Run 1, register map, names as in the netlist:
Bar = 50 um. Other sequential cells in the stronger grey, the rest of the logic in the fainter grey.
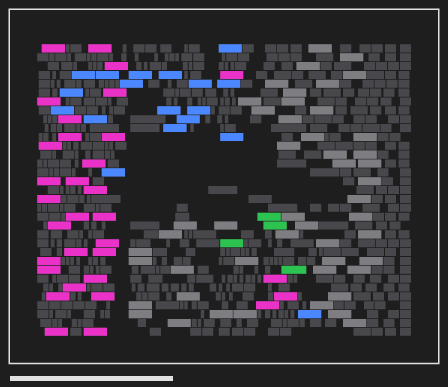
Run 1, placement by cell class:
Bar = 50 um.
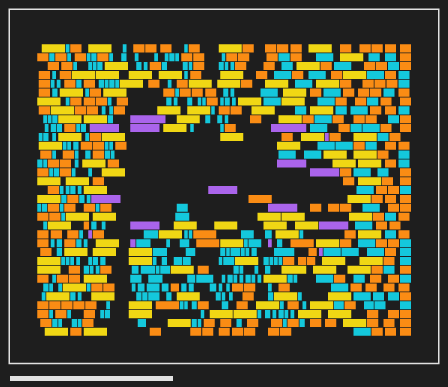
Run 1, routed metal, one colour a layer:
Bar = 50 um. Two of the layers only.
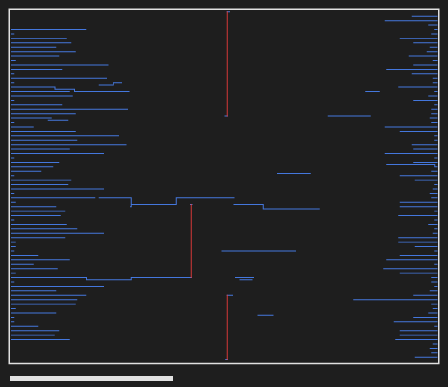
===== src/rtl/data_mem_port.sv =====
// data_mem_port: data-side memory port between the RV32I core load/store
// interface and N_CH synchronous memory channels. Decodes the channel from
// address[31:28], checks byte-enable legality, and runs a request/complete
// FSM with a configurable read latency and a one-cycle completion pulse.
module data_mem_port #(
   parameter int ADDR_W       = 18,
   parameter int N_CH         = 2,
   parameter int READ_LATENCY = 1
) (
   input  logic                 clock,
   input  logic                 sync_reset,
   input  logic                 memory_transaction,
   input  logic                 mem_write,
   input  logic [31:0]          address,
   input  logic [31:0]          data_in,
   input  logic [3:0]           byte_enablers,
   output logic [31:0]          read_data,
   output logic                 data_ready,
   output logic                 access_error,
   output logic                 busy,
   output logic [ADDR_W-1:0]    ch_address,
   output logic [31:0]          ch_data_out,
   output logic [3:0]           ch_byte_enablers,
   output logic [N_CH-1:0]      ch_write_enable,
   input  logic [N_CH*32-1:0]   ch_read_data
);

   typedef enum logic [1:0] {IDLE, ISSUE, WAIT, DONE} state_t;

   state_t            state;
   logic              wr_q;
   logic              rej_q;
   logic [3:0]        ch_q;
   logic [1:0]        wait_cnt;
   logic              gap_q;

   logic [3:0]        req_ch;
   logic              be_legal;
   logic              req_rej;
   logic [N_CH-1:0]   req_we;
   logic [31:0]       sel_data;
   logic              enter_done;
   logic              unused_addr_bits;

   // Byte-offset and above-window address bits are deliberately not decoded.
   assign unused_addr_bits = ^address;

   // Decode the incoming request: channel, lane legality, rejection, write strobe.
   always_comb begin
      req_ch = address[31:28];
      case (byte_enablers)
         4'b0001, 4'b0010, 4'b0100, 4'b1000,
         4'b0011, 4'b1100, 4'b1111: be_legal = 1'b1;
         default:                   be_legal = 1'b0;
      endcase
      req_rej = ({1'b0, req_ch} >= 5'(N_CH)) || !be_legal;
      req_we  = '0;
      for (int unsigned k = 0; k < N_CH; k++) begin
         if (mem_write && !req_rej && req_ch == 4'(k))
            req_we[k] = 1'b1;
      end
   end

   // Select the latched channel's read lane and detect the final wait cycle.
   always_comb begin
      sel_data = '0;
      for (int unsigned k = 0; k < N_CH; k++) begin
         if (ch_q == 4'(k))
            sel_data = ch_read_data[k*32 +: 32];
      end
      enter_done = (state == ISSUE && READ_LATENCY == 1) ||
                   (state == WAIT  && wait_cnt == 2'd1);
   end

   // Request FSM with registered outputs; one forced idle cycle follows DONE.
   always_ff @(posedge clock) begin
      if (sync_reset) begin
         state            <= IDLE;
         read_data        <= '0;
         ch_address       <= '0;
         ch_data_out      <= '0;
         ch_byte_enablers <= '0;
         ch_write_enable  <= '0;
         data_ready       <= 1'b0;
         access_error     <= 1'b0;
         busy             <= 1'b0;
         wr_q             <= 1'b0;
         rej_q            <= 1'b0;
         ch_q             <= '0;
         wait_cnt         <= '0;
         gap_q            <= 1'b0;
      end else begin
         data_ready   <= 1'b0;
         access_error <= 1'b0;
         // The DONE transition is shared by ISSUE (latency 1) and WAIT.
         if (enter_done) begin
            state        <= DONE;
            data_ready   <= 1'b1;
            access_error <= rej_q;
            if (!wr_q)
               read_data <= rej_q ? '0 : sel_data;
         end
         case (state)
            IDLE: begin
               gap_q <= 1'b0;
               if (memory_transaction && !gap_q) begin
                  ch_address       <= address[ADDR_W+1:2];
                  ch_data_out      <= data_in;
                  ch_byte_enablers <= byte_enablers;
                  ch_write_enable  <= req_we;
                  wr_q             <= mem_write;
                  rej_q            <= req_rej;
                  ch_q             <= req_ch;
                  busy             <= 1'b1;
                  state            <= ISSUE;
               end
            end
            ISSUE: begin
               ch_write_enable <= '0;
               if (!enter_done) begin
                  wait_cnt <= 2'(READ_LATENCY - 1);
                  state    <= WAIT;
               end
            end
            WAIT: begin
               wait_cnt <= wait_cnt - 2'd1;
            end
            DONE: begin
               busy  <= 1'b0;
               gap_q <= 1'b1;
               state <= IDLE;
            end
            default: state <= IDLE;
         endcase
      end
   end

endmodule


===== config.mk =====
export PLATFORM = sky130hd
export DESIGN_NAME = data_mem_port
export DESIGN_NICKNAME = d
export VERILOG_FILES = /design/src/rtl/data_mem_port.sv
export SDC_FILE = /design/constraint.sdc
export NUM_CORES = 1
export LEC_CHECK = 0
export ABC_CLOCK_PERIOD_IN_PS = 2000
export CORE_ASPECT_RATIO = 0.8
export CORE_MARGIN = 8
export CORE_UTILIZATION = 39
export CTS_BUF_LIST = sky130_fd_sc_hd__clkbuf_16
export CTS_CLUSTER_SIZE = 10
export DETAILED_ROUTE_END_ITERATION = 6
export GPL_ROUTABILITY_DRIVEN = 0
export PLACE_DENSITY = 0.85
export SLEW_MARGIN = 20
export SYNTH_ARGS = -nofsm -noshare
export SYNTH_HDL_FRONTEND = slang
export SYNTH_SLANG_ARGS = --single-unit
export TNS_END_PERCENT = 30

===== constraint.sdc =====
create_clock -name clock -period 2 [get_ports clock]
set_clock_uncertainty 0.15 [all_clocks]
set_input_delay 0.3 -clock clock [delete_from_list [all_inputs] [get_ports clock]]
set_output_delay 0.3 -clock clock [all_outputs]
set_load 0.01 [all_outputs]

==> qor.txt, run 1 <==
Die H -> 108 um
CTS tree -> built
clock buffers -> 9
n_taps -> 140
status -> completed
Max rail drop VDD -> 667 uV
ANT cells -> 0
Log Warnings -> 40
# Cells Yosys -> 427
WP buf/inv -> 2
Synth Instances -> 427
DRT antenna net count -> 0
largest net degree at the start of global routing -> 60
worst reg2reg startpoint -> state[0]
final hold slack -> 0.288 ns
Yosys Chip Area -> 4160 um2
final WL -> 13200 um
Main area contributors -> dfxtp_1 (49%), nand2_1 (11%), o2bb2ai_2 (11%)
Final period util -> 0.932
Core ar. -> 10300 um2
PnR worst setup slack -> 0.135 ns
critical path's slowest cell -> dfxtp_1
HP Class -> in2reg
vias -> 3781
P_leak -> 2.40 nW
Synth warnings -> 0
initial antenna violation count -> 0
GRT Total Usage -> 0.179
count leader, synth -> nand2_1
Post-synth seq share -> 0.491
H-tree lvl count -> 3
Late-Pin Clk Latency -> 0.32 ns
met2 usage -> 0.285
asr flop ratio synth -> 0
Unique cell types -> 34
# hold bufs at CTS -> 0
EDFF count, synth -> 0
stages on the worst setup path -> 7
root buf cell -> clkbuf_16
Final Setup Violations -> 0
Max Freq -> 0.536 GHz
Inverters -> 3
fin. max-slew vios -> 0
Setup TNS Final -> 0 ns
placed cells -> 761
Synth top area share -> 0.491
GR met3 Demand/Resource -> 0.105
combinational share of cell area -> 0.283
power after layout -> 7.49 mW
synthesized area -> 4160 um2
clk tree area frac -> 0.0454
Ports -> 227
ys flops -> 102
Placement Cell Area -> 6420 um2
r2r setup slk -> 0.14 ns
met1 Track Usage GR -> 0.207
Non-clock buffers, area share -> 0.340
Num CTS Buffers -> 9
final hold violation count -> 0
grt peak-use layer -> met2
Crit Path Category -> reg2reg
vias in the first global route -> 3858
pwr/cell area -> 1110 nW/um2
# Post-CTS Setup Buffers -> 0
final cell count without fillers -> 777
Max stage delay on crit path -> 0.40 ns
Gate Area -> 1900 um2
Place WS -> 0.147 ns
syn nets -> 569
data arrival time of the critical path -> 1.97 ns
fin nets -> 774
crit path to -> read_data[0]
Avg Vias per Cell -> 4.87
Crit Path Max Fanout -> 32
row count -> 33
Reg2Reg Depth -> 7
Dominant flop cell -> dfxtp_1
DP Wirelength -> 10400 um
syn_area_per_cell -> 9.73 um2
Relative slew margins -> 0.678
fin crit period -> 1.86 ns
Sink Count -> 102
die area -> 14200 um2
number of logic gates -> 291
startpoint types -> flip-flop
Area Growth Syn to Fin -> 61.8%
fillers -> 833
Post-synth top cells -> nand2_1 (121), dfxtp_1 (102), a21oi_1 (61)
Regs by FF count -> ch_data_out: 32 flops, read_data: 32 flops, ch_address: 18 flops
Worst setup EP type -> flip-flop
DRT iter0 DRCs -> 170
Clock transition at path regs -> 0.06 ns
Resized Gates After CTS -> 0
Worst R2R End -> read_data[0]
worst slew pin tran -> 0.483 ns
Required @ worst endpoint -> 2.10 ns
first-pass GRT wire length -> 20700 um
Area-dominant class -> buffers
Pre-Place Util -> 0.403
crit-path cells -> inv_1 > ha_1 > a21oi_2 > nor2_1 > nor2_4 > buf_12 > o2bb2ai_1
DRT Pass-1 Iters -> 6
DR DRC count -> 0
Final Cell Area -> 6720 um2
Max Root-Sink Buffers -> 2
Setup crit start -> state[0]
max-cap violations -> 0
Die Width -> 131 um
layout cells sized above 1 -> 0.0942
Plain + repair buffers -> 225
RSZ-0062 raised after global routing -> false
GRT overflow -> 0
Port-buffer cells -> 216
cell taking the most area after synthesis -> dfxtp_1
post-DR wirelength/cell -> 17.0 um
Largest delay share family, worst path -> flip-flops
seq_cells -> 102
Back to the opening pictures, 'register map, names as in the netlist':
- ch_address: blue (placed flops 18)
- ch_data_out: magenta (placed flops 32)
- ch_q: green (placed flops 4)
register area: 2040 um2
Final Util: 0.651
register share of the cell area: 0.304

Back to the opening pictures, 'placement by cell class':
- clock drivers and dummy loads: purple (cells 16; share of their area 4.7%)
- flip-flops: yellow (cells 102; share of their area 31%)
- all other logic: cyan (cells 294; share of their area 29%)
- other buffers and delay cells: orange (cells 225; share of their area 35%)

Back to the opening pictures, 'routed metal, one colour a layer':
- met4: red (wire length 74.1 um)
- met3: blue (wire length 1660 um)

[run 1: per-layer routing]
metal,vias up,part of all wire
met5,-,0
met4,0,0.0056
met3,6,0.13
met2,180,0.45
met1,1739,0.42
li1,1856,-
[run 1: power by group]
| group | switching [mW] | internal (mW) | total [mW] |
|---|---|---|---|
| Combinational | 1.45 | 1.50 | 2.95 |
| Clock | 0.705 | 1.08 | 1.78 |
| Sequential | 0.268 | 2.48 | 2.75 |
[run 1: cell usage in the layout, fill, tap and decap left out, drive strengths merged]
master and n:
nand3b 2, nor4b 1, nand2b 1, and3 1, nor3 3, o21ai 3
and3b 1, xnor2 1, clkbuf 9, clkdlybuf4s50 215, and2 2, o2bb2ai 32
nor2 10, o32ai 1, ha 6, dfxtp 102, nand3 3, clkinv 4
o31ai 1, bufinv 2, or2b 1, nand2 121, o21bai 1, nor2b 2
inv 4, buf 10, a311oi 1, a21oi 62, mux2i 35
[run 1: kinds of logic after synthesis]
logic type / share of synthesized area
AND/OR/NAND/NOR: 0.153
XOR/XNOR: 0.00211
adder cells (fa/ha/maj): 0.0181
AND-OR/OR-AND: 0.200
buffers and inverters: 0.0515
multiplexers: 0.0843
flip-flops: 0.491
[run 1: worst min-delay path by stage]
| stage | startpoint | endpoint | slack (ns) | cells after the start |
|---|---|---|---|---|
| finish | sync_reset | ch_q[0] | 0.29 | 2 |
| global route | sync_reset | ch_data_out[1] | 0.29 | 2 |
| CTS | sync_reset | ch_byte_enablers[0] | 0.26 | 2 |
| detailed placement | ch_address[8] | ch_address[8] | 0.30 | 2 |
| global placement | ch_address[2] | ch_address[2] | 0.29 | 2 |
| floorplan | address[29] | ch_q[1] | 0.29 | 2 |
Run 1, routing congestion map:
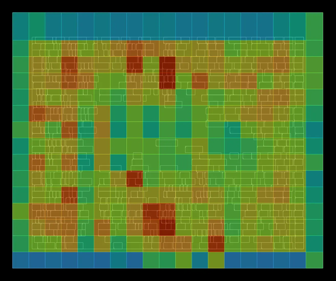

==> run 2, diff against run 1 <==
--- a/config.mk
+++ b/config.mk
@@ -6,7 +6,6 @@
 export NUM_CORES = 1
 export LEC_CHECK = 0
 export ABC_CLOCK_PERIOD_IN_PS = 2000
-export CORE_ASPECT_RATIO = 0.8
 export CORE_MARGIN = 8
 export CORE_UTILIZATION = 39
 export CTS_BUF_LIST = sky130_fd_sc_hd__clkbuf_16
Run 2, routing congestion map:
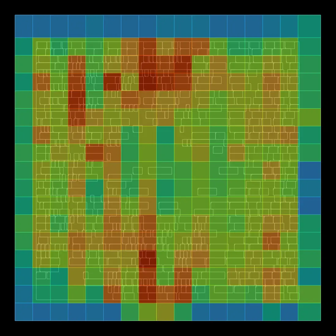
post-DR wirelength/cell: 16.9 um
grt peak-use layer: met2
GRT Total Usage: 0.179
GR met3 Demand/Resource: 0.0945

==> qor.txt, run 2 <==
H-tree lvl count -> 3 (unchanged)
largest family of logic cells by area -> AND-OR/OR-AND gates (unchanged)
largest net degree at the start of global routing -> 33 (was 60)
data arrival time of the critical path -> 1.93 ns (was 1.97 ns)
most numerous logic cell after layout -> clkdlybuf4s50_1 (unchanged)
Setup TNS Final -> 0 ns (unchanged)
final WL -> 13100 um (was 13200 um)
Post-synth top cells -> nand2_1 (121), dfxtp_1 (102), a21oi_1 (61) (unchanged)
fillers -> 804 (was 833)
Synth warnings -> 0 (unchanged)
Log Warnings -> 40 (unchanged)
# Cells Yosys -> 427 (unchanged)
Relative slew margins -> 0.770 (was 0.678)
startpoint types -> flip-flop (unchanged)
internal power -> 5.14 mW (was 5.06 mW)
Ports -> 227 (unchanged)
cell taking the most area after synthesis -> dfxtp_1 (unchanged)
max-cap violations -> 0 (unchanged)
P_leak -> 2.42 nW (was 2.40 nW)
initial antenna violation count -> 0 (unchanged)
MUX share of area -> 0.0843 (unchanged)
Switching Fraction -> 0.327 (was 0.324)
DRT iter0 DRCs -> 106 (was 170)
Area Growth Syn to Fin -> 63.2% (was 61.8%)
Post-synth seq share -> 0.491 (unchanged)
syn nets -> 569 (unchanged)
syn_area_per_cell -> 9.73 um2 (unchanged)
PnR worst setup slack -> 0.178 ns (was 0.135 ns)
Sink Count -> 102 (unchanged)
Final Util -> 0.657 (was 0.651)
root buf cell -> clkbuf_16 (unchanged)
Core ar. -> 10300 um2 (about the same)
Gate Area -> 1910 um2 (was 1900 um2)
Pwr top -> combinational logic (unchanged)
HP Class -> in2reg (unchanged)
power after layout -> 7.64 mW (was 7.49 mW)
Port-buffer cells -> 216 (unchanged)
final hold violation count -> 0 (unchanged)
asr flop ratio synth -> 0 (unchanged)
fin. max-slew vios -> 0 (unchanged)
ys flops -> 102 (unchanged)
Max rail drop VDD -> 626 uV (was 667 uV)
Worst setup EP type -> flip-flop (unchanged)
Synth top area share -> 0.491 (unchanged)
Top cells excl fill/tap -> clkdlybuf4s50_1 (215), nand2_1 (121), dfxtp_1 (101) (unchanged)
Yosys Chip Area -> 4160 um2 (unchanged)
Final Setup Violations -> 0 (unchanged)
Main area contributors -> dfxtp_1 (49%), nand2_1 (11%), o2bb2ai_2 (11%) (unchanged)
Comb power -> 3.03 mW (was 2.95 mW)
Reg power frac -> 0.361 (was 0.368)
Max Freq -> 0.549 GHz (was 0.536 GHz)
Die Width -> 119 um (was 131 um)
Synth Instances -> 427 (unchanged)
Unique cell types -> 34 (unchanged)
CTS tree -> built (unchanged)
Compound Share, Synth -> 0.200 (unchanged)
vias -> 3778 (was 3781)
Seq group -> 2.76 mW (was 2.75 mW)
DR DRC count -> 0 (unchanged)
layout cells sized above 1 -> 0.103 (was 0.0942)
Post-Synth Adder-Cell Area -> 0.0181 (unchanged)
synthesized area -> 4160 um2 (unchanged)
DP Wirelength -> 10600 um (was 10400 um)
vias in the first global route -> 4053 (was 3858)
clk pwr -> 1.86 mW (was 1.78 mW)
RSZ-0062 raised after global routing -> false (unchanged)
worst slew pin tran -> 0.343 ns (was 0.483 ns)
DRT antenna net count -> 0 (unchanged)
Num CTS Buffers -> 9 (unchanged)
clock power share -> 0.243 (was 0.238)
Final period util -> 0.911 (was 0.932)
Die H -> 119 um (was 108 um)
area fraction in xor and xnor cells -> 0.00211 (unchanged)
pwr/cell area -> 1130 nW/um2 (was 1110 nW/um2)
fin crit period -> 1.82 ns (was 1.86 ns)
Clock transition at path regs -> 0.07 ns (was 0.06 ns)
fin nets -> 777 (was 774)
GRT overflow -> 0 (unchanged)
Dominant flop cell -> dfxtp_1 (unchanged)
DRT Pass-1 Iters -> 4 (was 6)
ANT cells -> 0 (unchanged)
Late-Pin Clk Latency -> 0.33 ns (was 0.32 ns)
EDFF count, synth -> 0 (unchanged)
register area -> 2040 um2 (unchanged)
Avg Vias per Cell -> 4.87 (about the same)
Max Root-Sink Buffers -> 2 (unchanged)
status -> completed (unchanged)
# hold bufs at CTS -> 0 (unchanged)
Crit Path Category -> reg2reg (unchanged)
Logic pwr share -> 0.396 (was 0.394)
and+or+nand+nor area frac -> 0.153 (unchanged)
Crit Path Max Fanout -> 32 (unchanged)
Pre-Place Util -> 0.403 (about the same)
first-pass GRT wire length -> 20800 um (was 20700 um)
row count -> 37 (was 33)
Psw -> 2.50 mW (was 2.42 mW)
Regs by FF count -> ch_data_out: 32 flops, read_data: 32 flops, ch_address: 18 flops (unchanged)
Required @ worst endpoint -> 2.11 ns (was 2.10 ns)
Place WS -> 0.130 ns (was 0.147 ns)
count leader, synth -> nand2_1 (unchanged)
die area -> 14200 um2 (about the same)
-- run 2: cell count changes in the layout (fill, tap and decap cells not counted), sizes merged --
cell      before  now
inv            4    5
clkinvlp       0    2
buf           10   13
clkinv         4    1
-- run 2: per-layer routing --
metal,vias to the layer above,GRT usage,part of all wire
met5,-,0,0
met4,0,0.0601,0.020
met3,18,0.0945,0.13
met2,178,0.303,0.46
met1,1712,0.188,0.39
li1,1870,-,-
-- run 2: kinds of logic (layout without fill, tap and decap cells) --
family	after synthesis	count (layout)
xor+xnor	1	1
flops	102	102
compound gates	101	101
mux	35	35
buf+inv	34	247
simple gates	148	148
fa+ha+maj	6	6
-- run 2: through the flow --
step	hold slack, ns	cells	cell area, um2
2_1_floorplan	0.286	427	4160
3_3_place_gp	0.289	760	6450
3_5_place_dp	0.296	760	6450
4_1_cts	0.167	776	6770
5_1_grt	0.192	776	6780
6_report	0.185	776	6780
-- run 2: final timing paths --
path / startpoint / cells past startpoint / endpoint / slack, ns
max: state[0] / 7 / read_data[0] / 0.18
min: sync_reset / 2 / ch_q[2] / 0.19
max reg2reg: state[0] / 7 / read_data[0] / 0.18
min reg2reg: ch_address[6] / 2 / ch_address[6] / 0.31
-- run 2: worst max-delay path, stage by stage, from the launching register on --
cell and delay, ns:
dfxtp_1 0.41, inv_1 0.09, ha_1 0.31, a21oi_4 0.21, nor2_1 0.09, nor2_4 0.10
buf_12 0.23, o2bb2ai_1 0.14
-- run 2: repair_timing --
action,4_1_cts,5_1_grt
resized,0,2
endpoints found under the setup margin,0,7
buffers inserted,0,0
-- run 2: layout make-up --
class | count | area share
multi-input cells | 291 | 0.282
clock buffers | 9 | 0.0332
inverters | 3 | 0.00166
repair buffers | 228 | 0.343
well taps | 136 | 0.0251
flip-flops and latches | 102 | 0.301
clock inverters | 7 | 0.0142
Power and IR drop assume default switching activity.
